### config.mk
export PLATFORM = sky130hd
export DESIGN_NAME = shared_reg_arbiter_flat
export DESIGN_NICKNAME = d
export VERILOG_FILES = /design/src/rtl/shared_reg_arbiter_if.sv /design/src/rtl/shared_reg_arbiter.sv /design/src/flat_wrapper.sv
export SDC_FILE = /design/constraint.sdc
export NUM_CORES = 1
export LEC_CHECK = 0
export CORE_ASPECT_RATIO = 1.5
export CORE_MARGIN = 2
export CORE_UTILIZATION = 42
export DETAILED_ROUTE_END_ITERATION = 7
export PLACE_DENSITY = 0.85
export SYNTH_ARGS = -nofsm -noshare
export SYNTH_HDL_FRONTEND = slang
export SYNTH_SLANG_ARGS = --single-unit
### constraint.sdc
create_clock -name clk -period 2.16 [get_ports clk]
set_input_delay 0.324 -clock clk [delete_from_list [all_inputs] [get_ports clk]]
set_output_delay 0.324 -clock clk [all_outputs]
set_load 0.02 [all_outputs]
### src/rtl/shared_reg_arbiter_if.sv
// Bus bundle for shared_reg_arbiter: per-requester request/write lanes plus the grant and
// shared-register outputs. The arbiter uses the slave modport and requesters use the master.
interface shared_reg_arbiter_if #(
  parameter int unsigned NUM_REQ = 4,
  parameter int unsigned DATA_W  = 8
);
  localparam int unsigned IdW = $clog2(NUM_REQ);

  logic [NUM_REQ-1:0]        req;
  logic [NUM_REQ-1:0]        wr_en;
  logic [NUM_REQ*DATA_W-1:0] wdata;
  logic [NUM_REQ-1:0]        gnt;
  logic [DATA_W-1:0]         q;
  logic                      q_valid;
  logic [IdW-1:0]            owner_id;
  logic                      busy;

  modport master (
    output req, wr_en, wdata,
    input  gnt, q, q_valid, owner_id, busy
  );

  modport slave (
    input  req, wr_en, wdata,
    output gnt, q, q_valid, owner_id, busy
  );
endinterface

### src/rtl/shared_reg_arbiter.sv
// Round-robin arbiter that shares one register among NUM_REQ requesters with bounded hold time.
// Optional macro SHARED_REG_ARB_PRIO0_EN gives requester 0 absolute priority.
module shared_reg_arbiter #(
  parameter int unsigned NUM_REQ  = 4,
  parameter int unsigned DATA_W   = 8,
  parameter int unsigned MAX_HOLD = 8
) (
  input  logic               clk,
  input  logic               reset,
  shared_reg_arbiter_if.slave bus
);

  localparam int unsigned IdW   = $clog2(NUM_REQ);
  localparam int unsigned HoldW = $clog2(MAX_HOLD + 1);

  typedef enum logic [0:0] {StIdle, StGrant} state_e;

  state_e             state_q, state_d;
  logic [NUM_REQ-1:0] gnt_q, gnt_d;
  logic [IdW-1:0]     owner_q, owner_d;
  logic [IdW-1:0]     ptr_q, ptr_d;
  logic [HoldW-1:0]   hold_q, hold_d;
  logic [DATA_W-1:0]  data_q, data_d;
  logic               valid_q, valid_d;

  logic               win_found;
  logic [IdW-1:0]     win_id;
  int unsigned        scan_idx;
  logic               competitor;
  logic               preempt;
  logic [IdW-1:0]     next_ptr;
  logic               wr_hit;

  // Winner search: first set request scanning upward from ptr with wrap-around.
  always_comb begin
    win_found = 1'b0;
    win_id    = '0;
    scan_idx  = 0;
    for (int unsigned off = 0; off < NUM_REQ; off++) begin
      scan_idx = (32'(ptr_q) + off) % NUM_REQ;
      if (!win_found && bus.req[scan_idx]) begin
        win_found = 1'b1;
        win_id    = IdW'(scan_idx);
      end
    end
`ifdef SHARED_REG_ARB_PRIO0_EN
    if (bus.req[0]) begin
      win_found = 1'b1;
      win_id    = '0;
    end
`endif
  end

  assign competitor = |(bus.req & ~gnt_q);
  assign next_ptr   = (owner_q == IdW'(NUM_REQ - 1)) ? '0 : owner_q + 1'b1;

`ifdef SHARED_REG_ARB_PRIO0_EN
  assign preempt = (hold_q == HoldW'(MAX_HOLD)) && competitor && (owner_q != '0);
`else
  assign preempt = (hold_q == HoldW'(MAX_HOLD)) && competitor;
`endif

  always_comb begin
    state_d = state_q;
    gnt_d   = gnt_q;
    owner_d = owner_q;
    ptr_d   = ptr_q;
    hold_d  = hold_q;
    unique case (state_q)
      StIdle: begin
        if (win_found) begin
          state_d = StGrant;
          gnt_d   = {{(NUM_REQ-1){1'b0}}, 1'b1} << win_id;
          owner_d = win_id;
          hold_d  = HoldW'(1);
        end
      end
      StGrant: begin
        // Release and preempt both pass through IDLE so ownership never moves directly.
        if (!bus.req[owner_q] || preempt) begin
          state_d = StIdle;
          gnt_d   = '0;
          owner_d = '0;
          ptr_d   = next_ptr;
          hold_d  = '0;
        end else if (hold_q != HoldW'(MAX_HOLD)) begin
          hold_d = hold_q + 1'b1;
        end
      end
      default: begin
        state_d = StIdle;
        gnt_d   = '0;
        owner_d = '0;
        hold_d  = '0;
      end
    endcase
  end

  // Only the registered owner can write, including in the cycle its request drops.
  assign wr_hit = (state_q == StGrant) && bus.wr_en[owner_q];

  always_comb begin
    data_d  = data_q;
    valid_d = valid_q;
    if (wr_hit) begin
      data_d  = bus.wdata[32'(owner_q)*DATA_W +: DATA_W];
      valid_d = 1'b1;
    end
  end

  always_ff @(posedge clk or posedge reset) begin
    if (reset) begin
      state_q <= StIdle;
      gnt_q   <= '0;
      owner_q <= '0;
      ptr_q   <= '0;
      hold_q  <= '0;
      data_q  <= '0;
      valid_q <= 1'b0;
    end else begin
      state_q <= state_d;
      gnt_q   <= gnt_d;
      owner_q <= owner_d;
      ptr_q   <= ptr_d;
      hold_q  <= hold_d;
      data_q  <= data_d;
      valid_q <= valid_d;
    end
  end

  assign bus.gnt      = gnt_q;
  assign bus.owner_id = owner_q;
  assign bus.busy     = (state_q == StGrant);
  assign bus.q        = data_q;
  assign bus.q_valid  = valid_q;

  a_gnt_onehot0: assert property (@(posedge clk) disable iff (reset) $onehot0(gnt_q));
  a_busy_gnt: assert property (@(posedge clk) disable iff (reset)
    (state_q == StGrant) == (gnt_q != '0));
  a_owner_gnt: assert property (@(posedge clk) disable iff (reset)
    (state_q == StGrant) |-> gnt_q[owner_q]);

endmodule

### src/flat_wrapper.sv
// flat-port wrapper written by rule: the top's interface ports become plain ports
module shared_reg_arbiter_flat 
#(
  parameter int unsigned NUM_REQ  = 4,
  parameter int unsigned DATA_W   = 8,
  parameter int unsigned MAX_HOLD = 8
)
  (clk, reset, bus_req, bus_wr_en, bus_wdata, bus_gnt, bus_q, bus_q_valid, bus_owner_id, bus_busy);
  shared_reg_arbiter_if #(.NUM_REQ(NUM_REQ), .DATA_W(DATA_W)) bus_i ();
  input  logic clk;
  input  logic reset;
  input wire logic [$bits(bus_i.req)-1:0] bus_req;
  input wire logic [$bits(bus_i.wr_en)-1:0] bus_wr_en;
  input wire logic [$bits(bus_i.wdata)-1:0] bus_wdata;
  output wire logic [$bits(bus_i.gnt)-1:0] bus_gnt;
  output wire logic [$bits(bus_i.q)-1:0] bus_q;
  output wire logic [$bits(bus_i.q_valid)-1:0] bus_q_valid;
  output wire logic [$bits(bus_i.owner_id)-1:0] bus_owner_id;
  output wire logic [$bits(bus_i.busy)-1:0] bus_busy;
  assign bus_i.req = bus_req;
  assign bus_i.wr_en = bus_wr_en;
  assign bus_i.wdata = bus_wdata;
  assign bus_gnt = bus_i.gnt;
  assign bus_q = bus_i.q;
  assign bus_q_valid = bus_i.q_valid;
  assign bus_owner_id = bus_i.owner_id;
  assign bus_busy = bus_i.busy;
  shared_reg_arbiter #(.NUM_REQ(NUM_REQ), .DATA_W(DATA_W), .MAX_HOLD(MAX_HOLD)) u_core (.clk(clk), .reset(reset), .bus(bus_i));
endmodule
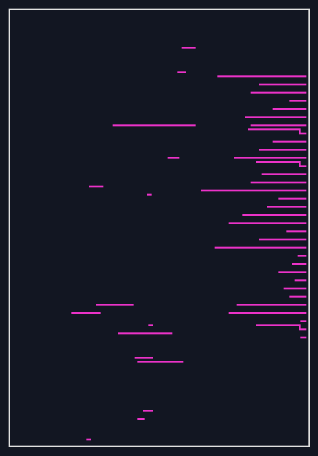
**Above:** run 1 (metal 3).
Drawn at 6 px/um.
The layer holds 7.5% of the routed length. 43 nets have wire on it. The wires run mostly horizontal. The longest straight run is 17.2 um. The layer carries 296 um of wire.
M3 GR Usage: 5.33%
vias post-DR: 1193
final WL: 3950 um

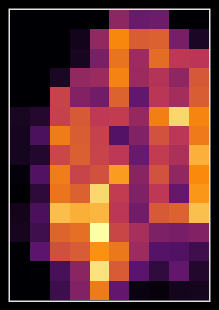
**Above:** run 1 (routed metal per tile).
Drawn at 4 px/um. 10 x 15 tiles, from black (low) to pale yellow (high), scaled to the fullest tile. Values are wire area over tile area, all layers added.
38% of the tiles are over half the peak. The fullest tile reaches 0.47. The emptiest ninth of the die: top left. 17% of the tiles are nearly empty. The mean over all tiles is 0.18.
Global Route Usage Sum: 23.1%
WL per Instance: 18.9 um

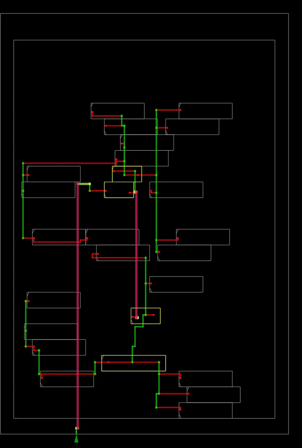
**Above:** run 1 (clock routing).
clk pwr: 0.000389 W
Clk Latency, worst-skew pair: 0.27 ns

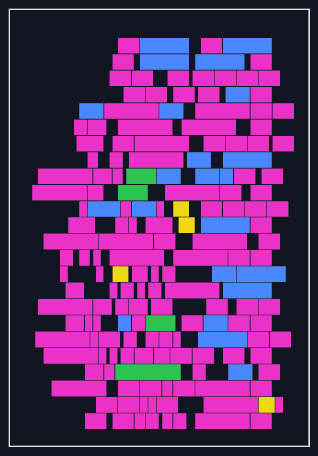
**Above:** run 1 (sizing map).
Drawn at 6 px/um.
Yellow stands for x3 and x4, cells 4. Blue stands for x2, cells 22. Green stands for x6 and larger, cells 4. Magenta stands for x1 and smaller, cells 140.
area delta synth->final: 51.9%
final worst slack: 0.192 ns

==> out/metrics.yaml, run 1 <==
flop_cell: "dfrtp_1"
p_clk_share_pct: 15.1
htreeDepth: 1
layout.nets: 216
postSynthSeqShare_pct: 41.8
synth_flops: 22
vias_per_cell: 5.71
slowest_stage: "dfrtp_1"
post-route-period-util_pct: 91.1
ctsRootBufferMaster: "clkbuf_8"
overflow: 0
hp-class: "in -> async"
top_cell_area_share_pct: 41.8
skew_ns: 0.00378
fp_util_pct: 44.8
wl_met2_um: 2180
antenna_cells: 0
row_count: 24
tns_ns: 0
fillCellCount: 249
switching_power_w: 0.000981
power.internal_w: 0.00159
dr.max_layer_used: "met4"
combinationalPower_w: 0.00140
max_freq_mhz: 508
met1_usage_pct: 24.9
die_y_um: 72.6
worst-setup-path-type: "reg -> reg"
required_ns: 2.32
cts_resized: 0
met3_length_um: 295
syn_area_per_cell_um2: 11.9
first_global_vias: 1262
rsz0062_at_grt: "no"
top_cells_by_count: "dfrtp_1, mux2_2, nand2_1"
grt_max_degree: 23
synth_cells: 111
timing.final.max_slew_violations: 0
drc: 0
cp.arrival_ns: 2.12
die_x_um: 49.7
clock-sinks: 22
pg_seq_w: 0.000775
placedCellCount: 205
maxPowerGroup: "combinational cells"
cp_top_family: "AND-OR/OR-AND gates"
finalCriticalPeriod_ns: 1.97
place_congestion: 0.887
dp_hpwl_um: 3020
final_antenna_net_count: 0
core-area_mm2: 0.00294
cap_violations: 0
worstReg2RegEnd: "u_core.ptr_q[0]"
antenna_found_initial: 0
yosysCellCount: 111
postCtsSetupRepairBufs: 0
worst_slew_pin_slew_ns: 0.439
setup_viol: 0
warnings: 27
total_power_w: 0.00257
ctsHoldBuffers: 0
cp_cell_sequence: "inv_1, ha_1, nand3b_1, a41oi_1, a221o_1, mux2_2"
synthesis.area_mm2: 0.00132
max_stage_delay_ns: 0.45
met2_usage_pct: 41.6
status: "completed"
layout_top_cells: "clkdlybuf4s50_1, dfrtp_1, mux2_2, nand2_1, mux4_2"
synth.distinct_cells: 32
async_flop_share_pct: 100
final_cells: 209
p_comb_share_pct: 54.7
first_pass_iters: 4
pwr-share-seq_pct: 30.2
synth_top_cell_by_area: "dfrtp_1"
io_buffers: 57
vdd_drop_max_uv: 766
cts_tree: "built"
power.density_mw_per_mm2: 1280
max_slew_margin_pct: 70.7
[run 1: worst max-delay path by stage]
| stage | from | to | slack [ns] | depth (start not counted) |
|---|---|---|---|---|
| detailed placement | bus_req[0] | u_core.ptr_q[1] | 0.07 | 5 |
| global placement | bus_req[0] | u_core.ptr_q[1] | 0.14 | 5 |
| finish | u_core.hold_q[0] | u_core.ptr_q[0] | 0.19 | 6 |
| floorplan | u_core.bus.owner_id[0] | u_core.bus.q[0] | 0.39 | 3 |
| CTS | u_core.hold_q[0] | u_core.ptr_q[0] | 0.21 | 6 |
| global route | u_core.hold_q[0] | u_core.ptr_q[0] | 0.06 | 6 |
[run 1: registers in the layout, summed over array words and instances, names as in the netlist]
signal               count
u_core.bus.q             8
u_core.bus.gnt           4
u_core.hold_q            4
u_core.bus.owner_id      2
u_core.ptr_q             2
u_core.bus.busy          1
u_core.bus.q_valid       1
[run 1: per-stage QoR]
step | instance area (um2) | utilization [%] | setup slack [ns] | hold WS, ns
finish | 2000 | 68.0 | 0.192 | 0.388
global route | 2000 | 68.0 | 0.0619 | 0.430
CTS | 2000 | 68.0 | 0.205 | 0.402
detailed placement | 1930 | 65.6 | 0.0742 | 0.478
global placement | 1930 | 65.6 | 0.139 | 0.451
floorplan | 1320 | - | 0.393 | 0.313
[run 1: area by class of cell]
type,instances,area (um2),area share [%]
multi-input cells,79,716,35.7
clock inverters,1,30.0,1.50
inverters,4,15.0,0.750
repair buffers,61,601,30.0
clock buffers,3,41.3,2.06
flip-flops and latches,22,551,27.5
well taps,39,48.8,2.44
[run 1: cell families after synthesis]
family	Yosys count	share of synthesized area, %
flops	22	41.8
compound gates	16	9.50
buf+inv	10	3.89
mux	23	27.0
simple gates	35	13.7
xor+xnor	2	1.33
fa+ha+maj	3	2.85
==> inputs of run 2 (changes only) <==
--- a/config.mk
+++ b/config.mk
@@ -5,11 +5,11 @@
 export SDC_FILE = /design/constraint.sdc
 export NUM_CORES = 1
 export LEC_CHECK = 0
-export CORE_ASPECT_RATIO = 1.5
 export CORE_MARGIN = 2
 export CORE_UTILIZATION = 42
 export DETAILED_ROUTE_END_ITERATION = 7
 export PLACE_DENSITY = 0.85
+export SLEW_MARGIN = 10
 export SYNTH_ARGS = -nofsm -noshare
 export SYNTH_HDL_FRONTEND = slang
 export SYNTH_SLANG_ARGS = --single-unit
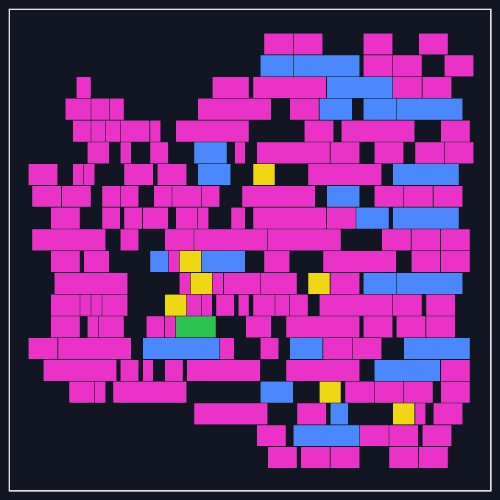
**Above:** run 2 (sizing map).
Drawn at 8 px/um.
Blue stands for x2, cells 23. Yellow stands for x3 and x4, cells 7. Magenta stands for x1 and smaller, cells 139. Green stands for x6 and larger, cells 1.
nonclk buf count: 61
final worst slack: 0.177 ns
area delta synth->final: 49.9%
final instance area: 0.00197 mm2

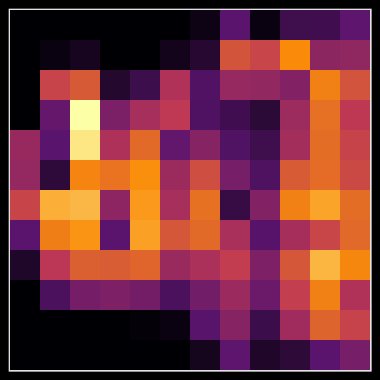
**Above:** run 2 (routed metal per tile).
Drawn at 6 px/um. 12 x 12 tiles, from black (low) to pale yellow (high), scaled to the fullest tile. Values are wire area over tile area, all layers added.
33% of the tiles are over half the peak. 16% of the tiles are nearly empty. The mean over all tiles is 0.16.
vias post-DR: 1146
WL per Instance: 15.5 um
Global Route Usage Sum: 19.4%

==> run 2 against run 1 <==
Flip-flop count is the same. Sequential power grew 1%. Largest power group unchanged. Combinational power shrank 3%. Critical path depth shrank 4. Routed wire length shrank 16%. Synthesized cell count is the same. Sequential share of layout area grew 0.45 points. Critical path type is now reg -> out. Total power shrank 7.7%. Area after synthesis is the same.
==> out/metrics.yaml, run 2 <==
worst-setup-path-type: "reg -> out"
clock-sinks: 22
grt.met3_usage_pct: 6.49
cap_violations: 0
yosysCellCount: 111
ctsRootBufferMaster: "clkbuf_4"
worstSkewPairLatency_ns: 0.30
htreeDepth: 1
fin_util_pct: 65.2
synthesis.area_mm2: 0.00132
slowest_stage: "clkdlybuf4s50_1"
die_y_um: 60.0
setup_viol: 0
timing.final.max_slew_violations: 0
vdd_drop_max_uv: 688
max_stage_delay_ns: 0.63
syn_area_per_cell_um2: 11.9
synth_top_cell_by_area: "dfrtp_1"
dpl_worst_slack_ns: 0.0831
fp_util_pct: 43.5
dp_hpwl_um: 2670
wl_um: 3330
total_power_w: 0.00237
dpl-instance-area_mm2: 0.00194
skew_ns: 0.00449
async_flop_share_pct: 100
flop_cell: "dfrtp_1"
max_slew_margin_pct: 74.3
top_cells_by_count: "dfrtp_1, mux2_2, nand2_1"
grt_max_degree: 23
first_pass_iters: 4
cts_tree: "built"
status: "completed"
drc: 0
hold_slack_ns: 0.345
ctsHoldBuffers: 0
warnings: 27
tns_ns: 0
finalCriticalPeriod_ns: 1.98
io_buffers: 57
final-seq-area_um2: 552
required_ns: 1.84
met1_usage_pct: 23.1
met2_usage_pct: 34.0
top_cell_area_share_pct: 41.8
first_global_vias: 1116
final_antenna_net_count: 0
largest_reg_flops: 8
place_congestion: 0.769
synth_flops: 22
cp_cell_sequence: "buf_4, clkdlybuf4s50_1"
antenna_found_initial: 0
hp-class: "in -> async"
layout_top_cells: "clkdlybuf4s50_1, dfrtp_1, mux2_2, nand2_1, mux4_2"
row_count: 20
postSynthSeqShare_pct: 41.8
die_x_um: 60.0
run 2: kinds of logic after synthesis:
| group | Yosys count | synth area share [%] |
|---|---|---|
| buf+inv | 10 | 3.89 |
| compound gates | 16 | 9.50 |
| fa+ha+maj | 3 | 2.85 |
| xor+xnor | 2 | 1.33 |
| flops | 22 | 41.8 |
| simple gates | 35 | 13.7 |
| mux | 23 | 27.0 |
run 2: cell type report:
cell class | instances | share of cell area [%]
Sequential cell | 22 | 27.9
Timing Repair Buffer | 61 | 30.4
Multi-Input combinational cell | 79 | 36.2
Tap cell | 44 | 2.79
Inverter | 4 | 0.760
Clock buffer | 4 | 1.84
run 2: worst paths after layout:
| path | end | startpoint | cells past startpoint |
|---|---|---|---|
| max | bus_owner_id[0] | u_core.bus.owner_id[0] | 2 |
| min | u_core.bus.gnt[2] | reset | 3 |
| max reg2reg | u_core.ptr_q[1] | u_core.hold_q[0] | 6 |
| min reg2reg | u_core.bus.q_valid | u_core.bus.q_valid | 1 |
| max in group asynchronous | u_core.bus.owner_id[0] | reset | 3 |
| min in group clk | u_core.bus.q_valid | u_core.bus.q_valid | 1 |
run 2: power by group:
group          total (W)  internal (W)  leakage, nW  switching (W)
clock network   0.000221      0.000103       0.0210       0.000118
registers       0.000783      0.000589        0.267       0.000193
logic            0.00136      0.000750        0.505       0.000614
run 2: per-layer routing:
metal | share of wire [%] | wire length [um]
met3 | 12 | 409
met4 | 0.78 | 26
met2 | 45 | 1510
met1 | 42 | 1380
met5 | 0 | 0
run 2: repair_timing:
| item | 4_1_cts | 5_1_grt |
|---|---|---|
| setup endpoints to repair | 0 | 1 |
| resized | 0 | 1 |
| buffers inserted | 0 | 0 |
run 2: worst min-delay path, stage by stage:
cell	delay, ns
clkdlybuf4s50_1	0.40
inv_1	0.05
buf_4	0.27
Power figures rest on the tool's default switching activity, not on a simulated workload.
